===== config.mk =====
export PLATFORM = sky130hd
export DESIGN_NAME = regfile_writeback
export DESIGN_NICKNAME = d
export VERILOG_FILES = /design/src/rtl/regfile_writeback_pkg.sv /design/src/rtl/regfile_writeback_wb_fifo.sv /design/src/rtl/regfile_writeback.sv
export SDC_FILE = /design/constraint.sdc
export NUM_CORES = 1
export LEC_CHECK = 0
export ABC_AREA = 1
export ABC_CLOCK_PERIOD_IN_PS = 6700
export CORE_UTILIZATION = 56
export DETAILED_ROUTE_END_ITERATION = 12
export HOLD_SLACK_MARGIN = 0.15
export PLACE_DENSITY = 0.95
export SYNTH_ARGS = -nofsm -noshare
export SYNTH_HDL_FRONTEND = slang
export SYNTH_SLANG_ARGS = --single-unit

===== constraint.sdc =====
create_clock -name clk -period 6.7 [get_ports clk]
set_clock_uncertainty 0.1 [all_clocks]
set_input_delay 1.34 -clock clk [delete_from_list [all_inputs] [get_ports clk]]
set_output_delay 1.34 -clock clk [all_outputs]
set_load 0.02 [all_outputs]

===== src/rtl/regfile_writeback_pkg.sv =====
// Shared definitions for the register-file write-back slice.
//   XLEN_DEF  default result / write-port width
//   REG_AW    register address width (32 architectural registers)
//   REG_ZERO  hard-wired zero register, never written
//   wb_src_e  which producer owns the FIFO push slot this cycle
package regfile_writeback_pkg;
  localparam int XLEN_DEF = 32;
  localparam int REG_AW   = 5;
  localparam int REG_ZERO = 0;
  localparam int NUM_REGS = 1 << REG_AW;

  typedef enum logic [1:0] {
    SRC_NONE = 2'd0,
    SRC_MEM  = 2'd1,
    SRC_ALU  = 2'd2
  } wb_src_e;
endpackage


===== src/rtl/regfile_writeback_wb_fifo.sv =====
// Synchronous FIFO of {rd, data} write-back entries.
//   clk, rst      clock, async active-high reset (pointers/count only)
//   push/push_data  enqueue (ignored when full)
//   pop           dequeue head (ignored when empty)
//   head_data     current head entry (undefined content when empty)
//   full, empty, count  occupancy status
//   age_view      (WB_FORWARD_EN only) entries in age order, index 0 = head
module regfile_writeback_wb_fifo #(
  parameter int DW    = 37,
  parameter int DEPTH = 4
) (
  input  logic                     clk,
  input  logic                     rst,
  input  logic                     push,
  input  logic [DW-1:0]            push_data,
  input  logic                     pop,
  output logic [DW-1:0]            head_data,
  output logic                     full,
  output logic                     empty,
  output logic [$clog2(DEPTH):0]   count
`ifdef WB_FORWARD_EN
  ,
  output logic [DEPTH-1:0][DW-1:0] age_view
`endif
);
  localparam int AW = $clog2(DEPTH);

  logic [DEPTH-1:0][DW-1:0] r_mem;
  logic [AW-1:0]            r_wr_ptr, r_rd_ptr;
  logic [AW:0]              r_count;
  logic                     w_push, w_pop;

  assign full    = (r_count == (AW+1)'(DEPTH));
  assign empty   = (r_count == '0);
  assign count   = r_count;
  assign w_push  = push && !full;
  assign w_pop   = pop && !empty;
  assign head_data = r_mem[r_rd_ptr];

  // Payload carries no reset: only occupancy decides what is valid.
  always_ff @(posedge clk) begin
    if (w_push) r_mem[r_wr_ptr] <= push_data;
  end

  always_ff @(posedge clk or posedge rst) begin
    if (rst) begin
      r_wr_ptr <= '0;
      r_rd_ptr <= '0;
      r_count  <= '0;
    end else begin
      if (w_push) r_wr_ptr <= r_wr_ptr + AW'(1);
      if (w_pop)  r_rd_ptr <= r_rd_ptr + AW'(1);
      case ({w_push, w_pop})
        2'b10:   r_count <= r_count + (AW+1)'(1);
        2'b01:   r_count <= r_count - (AW+1)'(1);
        default: r_count <= r_count;
      endcase
    end
  end

`ifdef WB_FORWARD_EN
  // Pointer arithmetic wraps naturally because DEPTH is a power of two.
  for (genvar k = 0; k < DEPTH; k++) begin : g_age
    assign age_view[k] = r_mem[r_rd_ptr + AW'(k)];
  end
`endif
endmodule


===== src/rtl/regfile_writeback.sv =====
// Write side of the 32x32 register file. Arbitrates MEM/ALU results into a
// small FIFO, drains the FIFO head onto the single register-file write port
// and keeps a busy scoreboard for decode RAW stalls.
//   clk, rst                         clock, async active-high reset
//   mem_valid/ready/rd/data          load-unit result handshake (priority)
//   alu_valid/ready/rd/data          ALU result handshake
//   issue_valid/issue_rd             decode marks a destination busy
//   wb_stall                         hold the FIFO head this cycle
//   write_enable/addr/data           register-file write port
//   busy_mask                        pending-write scoreboard, bit 0 always 0
//   wb_count                         FIFO occupancy
// Optional: define WB_FORWARD_EN to add a two-port combinational lookup of
// queued results (fwd_addr1/2 -> fwd_hit1/2, fwd_data1/2).
module regfile_writeback
  import regfile_writeback_pkg::*;
#(
  parameter int XLEN  = XLEN_DEF,
  parameter int DEPTH = 4
) (
  input  logic                   clk,
  input  logic                   rst,
  input  logic                   mem_valid,
  output logic                   mem_ready,
  input  logic [REG_AW-1:0]      mem_rd,
  input  logic [XLEN-1:0]        mem_data,
  input  logic                   alu_valid,
  output logic                   alu_ready,
  input  logic [REG_AW-1:0]      alu_rd,
  input  logic [XLEN-1:0]        alu_data,
  input  logic                   issue_valid,
  input  logic [REG_AW-1:0]      issue_rd,
  input  logic                   wb_stall,
  output logic                   write_enable,
  output logic [REG_AW-1:0]      write_addr,
  output logic [XLEN-1:0]        write_data,
  output logic [NUM_REGS-1:0]    busy_mask,
  output logic [$clog2(DEPTH):0] wb_count
`ifdef WB_FORWARD_EN
  ,
  input  logic [REG_AW-1:0]      fwd_addr1,
  input  logic [REG_AW-1:0]      fwd_addr2,
  output logic                   fwd_hit1,
  output logic                   fwd_hit2,
  output logic [XLEN-1:0]        fwd_data1,
  output logic [XLEN-1:0]        fwd_data2
`endif
);
  localparam int DW = REG_AW + XLEN;
  localparam logic [REG_AW-1:0] RZ = REG_AW'(REG_ZERO);

  wb_src_e               w_src;
  logic                  w_full, w_empty, w_push;
  logic [REG_AW-1:0]     w_push_rd;
  logic [XLEN-1:0]       w_push_data;
  logic [DW-1:0]         w_head;
  logic [$clog2(DEPTH):0] w_count;
  logic [NUM_REGS-1:0]   r_busy, w_busy_next;
`ifdef WB_FORWARD_EN
  logic [DEPTH-1:0][DW-1:0] w_age;
`endif

  // Ready depends only on registered full, so a pop on a full edge frees a
  // slot for the following cycle rather than the current one.
  assign mem_ready = !w_full;
  assign alu_ready = !w_full && !mem_valid;

  always_comb begin
    w_src       = SRC_NONE;
    w_push_rd   = mem_rd;
    w_push_data = mem_data;
    if (mem_valid && mem_ready) begin
      w_src = SRC_MEM;
    end else if (alu_valid && alu_ready) begin
      w_src       = SRC_ALU;
      w_push_rd   = alu_rd;
      w_push_data = alu_data;
    end
  end

  // x0 results complete the handshake but are dropped here.
  assign w_push = (w_src != SRC_NONE) && (w_push_rd != RZ);

  regfile_writeback_wb_fifo #(.DW(DW), .DEPTH(DEPTH)) u_wb_fifo (
    .clk       (clk),
    .rst       (rst),
    .push      (w_push),
    .push_data ({w_push_rd, w_push_data}),
    .pop       (write_enable),
    .head_data (w_head),
    .full      (w_full),
    .empty     (w_empty),
    .count     (w_count)
`ifdef WB_FORWARD_EN
    ,
    .age_view  (w_age)
`endif
  );

  assign write_enable = !w_empty && !wb_stall;
  assign write_addr   = w_empty ? '0 : w_head[DW-1 -: REG_AW];
  assign write_data   = w_empty ? '0 : w_head[XLEN-1:0];
  assign wb_count     = w_count;

  // Clear first, then set: an issue to the rd committing this edge wins.
  always_comb begin
    w_busy_next = r_busy;
    if (write_enable) w_busy_next[write_addr] = 1'b0;
    if (issue_valid && issue_rd != RZ) w_busy_next[issue_rd] = 1'b1;
    w_busy_next[REG_ZERO] = 1'b0;
  end

  always_ff @(posedge clk or posedge rst) begin
    if (rst) r_busy <= '0;
    else     r_busy <= w_busy_next;
  end

  assign busy_mask = r_busy;

`ifdef WB_FORWARD_EN
  logic [1:0][REG_AW-1:0] w_fwd_addr;
  logic [1:0]             w_fwd_hit;
  logic [1:0][XLEN-1:0]   w_fwd_data;

  assign w_fwd_addr = {fwd_addr2, fwd_addr1};

  // Scan oldest to newest so the youngest matching entry overwrites.
  always_comb begin
    w_fwd_hit  = '0;
    w_fwd_data = '0;
    for (int p = 0; p < 2; p++) begin
      for (int k = 0; k < DEPTH; k++) begin
        if ((($clog2(DEPTH)+1)'(k) < w_count) && (w_fwd_addr[p] != RZ) &&
            (w_age[k][DW-1 -: REG_AW] == w_fwd_addr[p])) begin
          w_fwd_hit[p]  = 1'b1;
          w_fwd_data[p] = w_age[k][XLEN-1:0];
        end
      end
    end
  end

  assign fwd_hit1  = w_fwd_hit[0];
  assign fwd_hit2  = w_fwd_hit[1];
  assign fwd_data1 = w_fwd_data[0];
  assign fwd_data2 = w_fwd_data[1];
`endif
endmodule

### Port wiring

Scale: 4 px per um.
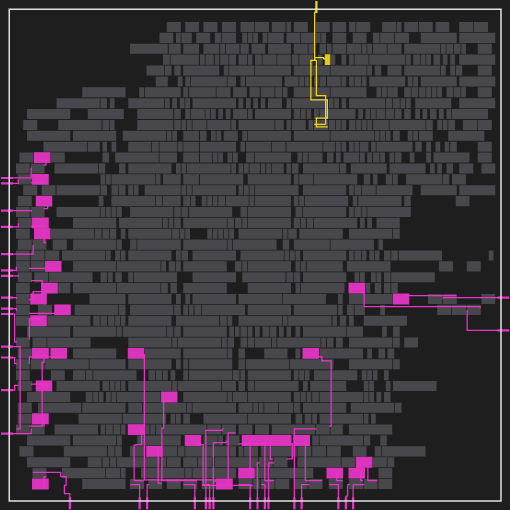
| port | color | direction | edge | end cells | buffers | wire |
|---|---|---|---|---|---|---|
| mem_data | magenta | input | 16 south, 14 west, 2 east | 32 | 32 | 625 um |
| issue_valid | yellow | input | north | 1 | 1 | 65.5 um |
Port-buffer cells: 158
I/O pin cnt: 160

### Sequential cells grouped by signal name

Scale: 2 px per um. Other sequential cells in the stronger gray, the rest of the logic in the fainter gray.
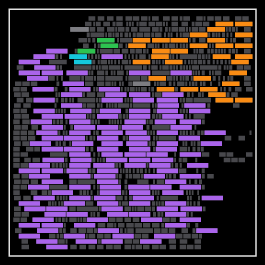
| signal | color | sequential cells |
|---|---|---|
| u_wb_fifo.r_wr_ptr | cyan | 2 |
| u_wb_fifo.r_mem | purple | 148 |
| u_wb_fifo.count | green | 3 |
| busy_mask | orange | 31 |
not colored: 2
sequential share of cell area: 0.516
register area: 5400 um2
flip-flop and latch power: 1850 uW

### The clock network

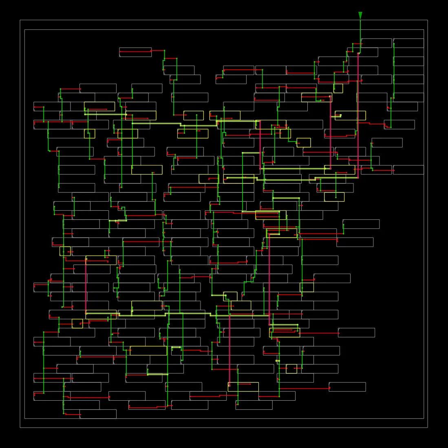
P_clk: 1030 uW
total CTS buffers: 17
Flops: 186

==> run summary <==
impl run done, here's what came out: Fillers=767, crit path time final=4680 ps, Hold Path Sink=busy_mask[26]$_DFF_PP0_, Vias/cell=5.92, latest clock arrival within the worst-skew pair=~440 ps, most frequent cells in the layout=158 x clkdlybuf4s50_1, 148 x edfxtp_1, 141 x nor2_1, 107 x nand2_1, 68 x o21ai_0, #FFs+latches synth=~190, # Cells Yosys=approximately 730, critical path's top delay family=buffers and inverters, # rows=43, Antenna Nets Post-Route=0, outcome=finished clean, Critical Path, Cell by Cell=buf_4 > inv_1 > buf_4 > nor2_1 > o21ai_1 > nand2_1 > inv_2 > nor2_1 > clkdlybuf4s50_1, Post-Syn Nets=823, chip area in the Yosys report=8140 um2, Die Ht=roughly 120 um, Clock Sinks=around 190, diodes inserted=0, syn_area_per_cell=between 10 and 15 um2, Worst-Margin Slew=approximately 1200 ps, FP Core Util=0.580, Crit. End Element=primary output, Resized cells post-CTS=0, core area=about 14000 um2, Util after Layout=0.745, OpenROAD warning count=29, Max-slew headroom=0.167, CP Class=register to primary output, Routability Congestion=~0.86, fin crit share=0.699, Hold Path Class=register to register, Reg clk slew, reported paths=80 ps, CTS HTree Levels=4, R2R depth=13, leak pwr=around 0.0039 uW, worst-path maximum fanout=38, first-pass GRT wire length=approximately 33 mm, DIE AREA=15000 um2, Area Overhead vs Synth=28.6%, Setup-failing EPs final=0, hpwl dp=about 13 mm, global route overflow=0, Hold Vio Cnt, Final=0, fmax=approximately 0.21 GHz, CP Depth=9, r2r endpoint=u_wb_fifo.count[2]$_DFFE_PP0P_, CTS tree=yes, Post-Synthesis Cells=~730, Worst Setup SP=u_wb_fifo.r_rd_ptr[1]$_DFFE_PP0P_, pwr/cell area=~520 nW/um2, layout cells sized above 1=0.110, drt pass-1 iters=6, CTS hold repair buffers=0, slowest CP cell=clkdlybuf4s50_1, Chip Width=123 um, HP Start=busy_mask[26]$_DFF_PP0_
### Wiring by layer

Scale: 3 px per um.
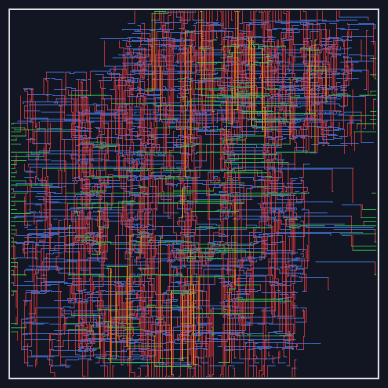
| layer | color | wire length |
|---|---|---|
| met1 | blue | 7910 um |
| met3 | green | 1720 um |
| met2 | red | 10900 um |
| met4 | orange | 926 um |
Post-Route WL: 21.5 mm
drt wl/cell: 20.0 um
GRT Overall Usage: 0.296
routed via count: 6359

### Logic cells by family

Scale: 3 px per um.
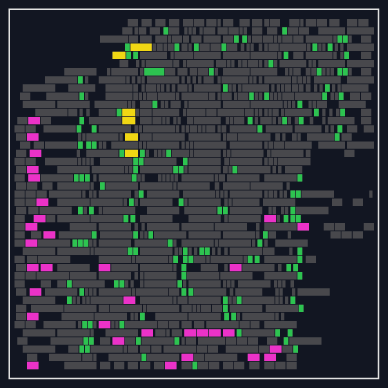
| family | color | cells | most used |
|---|---|---|---|
| adder and majority cells | yellow | 6 | ha_1 |
| inverting AOI/OAI gates | green | 136 | o21ai_0 |
| multiplexers | magenta | 32 | mux2_2 |
Final Non-Filler Cells: 1074
dominant logic cell type in the layout: clkdlybuf4s50_1

report_power, final:
group | switching, uW | total [uW] | internal, uW
Sequential | 154 | 1850 | 1700
Clock | 493 | 1030 | 541
Combinational | 1620 | 2550 | 930
Total | 2270 | 5440 | 3170
layout make-up:
class                      instances  area, um2  area share
clock buffer                      17        425      0.0406
clock inverter                    15        196      0.0188
inverter                          41        154      0.0147
multi-input combinational        473       2460       0.235
sequential                       186       5400       0.516
tap                              180        225      0.0215
timing repair buffer             162       1610       0.154
tightest hold or removal path: cells and delay by family, from the launching register on:
kind / cells / cell delay (ps)
AND-OR/OR-AND: 1 / 60
AND/OR/NAND/NOR: 1 / 50
flip-flops: 1 / 340
state kept, by name (all words and copies together) (netlist names):
name and count:
busy_mask 31, u_wb_fifo.count 3, u_wb_fifo.r_rd_ptr 2, u_wb_fifo.r_mem 148, u_wb_fifo.r_wr_ptr 2
stage by stage:
stage	setup WS [ps]	std cells	area (um2)	hold WS (ps)
4_1_cts	2060	1074	10500	392
5_1_grt	1890	1074	10500	405
6_report	2020	1074	10500	388
3_5_place_dp	2140	1042	9840	374
2_1_floorplan	2570	732	8140	392
3_3_place_gp	2250	1042	9840	364
cells by family (layout without fill, tap and decap cells):
group,count (synthesis),count (layout),share of synthesized area
buf+inv,73,235,0.0392
flops,186,186,0.663
other cells,1,1,0.000461
xor+xnor,4,4,0.00430
fa+ha+maj,6,6,0.0101
simple gates,294,294,0.154
mux,32,32,0.0443
compound gates,136,136,0.0853
cells in the mapped netlist, drive strengths merged:
cell type | number | area [um2]
nor2 | 149 | 584
edfxtp | 148 | 4440
nand2 | 114 | 450
o21ai | 101 | 505
inv | 41 | 154
dfrtp | 38 | 951
a21oi | 34 | 170
mux2 | 32 | 360
buf | 18 | 113
nand3 | 16 | 125
clkbuf | 14 | 52.6
nor3 | 11 | 66.3
ha | 5 | 62.6
nand4 | 4 | 25.0
xor2 | 3 | 26.3
conb | 1 | 3.75
fa | 1 | 20.0
o21bai | 1 | 18.8
xnor2 | 1 | 8.76
worst max path at each step:
stage / to / slack [ps]
floorplan: u_wb_fifo.r_mem[0]$_DFFE_PP_ / 2570
global placement: u_wb_fifo.count[2]$_DFFE_PP0P_ / 2250
detailed placement: u_wb_fifo.r_mem[126]$_DFFE_PP_ / 2140
CTS: write_addr[1] / 2060
global route: write_addr[1] / 1890
finish: write_addr[1] / 2020
per-layer routing:
| metal | track usage | vias up | share of wire |
|---|---|---|---|
| met2 | 0.500 | 427 | 0.51 |
| met1 | 0.348 | 3036 | 0.37 |
| met5 | 0 | - | 0 |
| li1 | - | 2805 | - |
| met4 | 0.176 | 0 | 0.043 |
| met3 | 0.0613 | 91 | 0.080 |
No activity file was given, so power comes from the tool's default toggle rates.
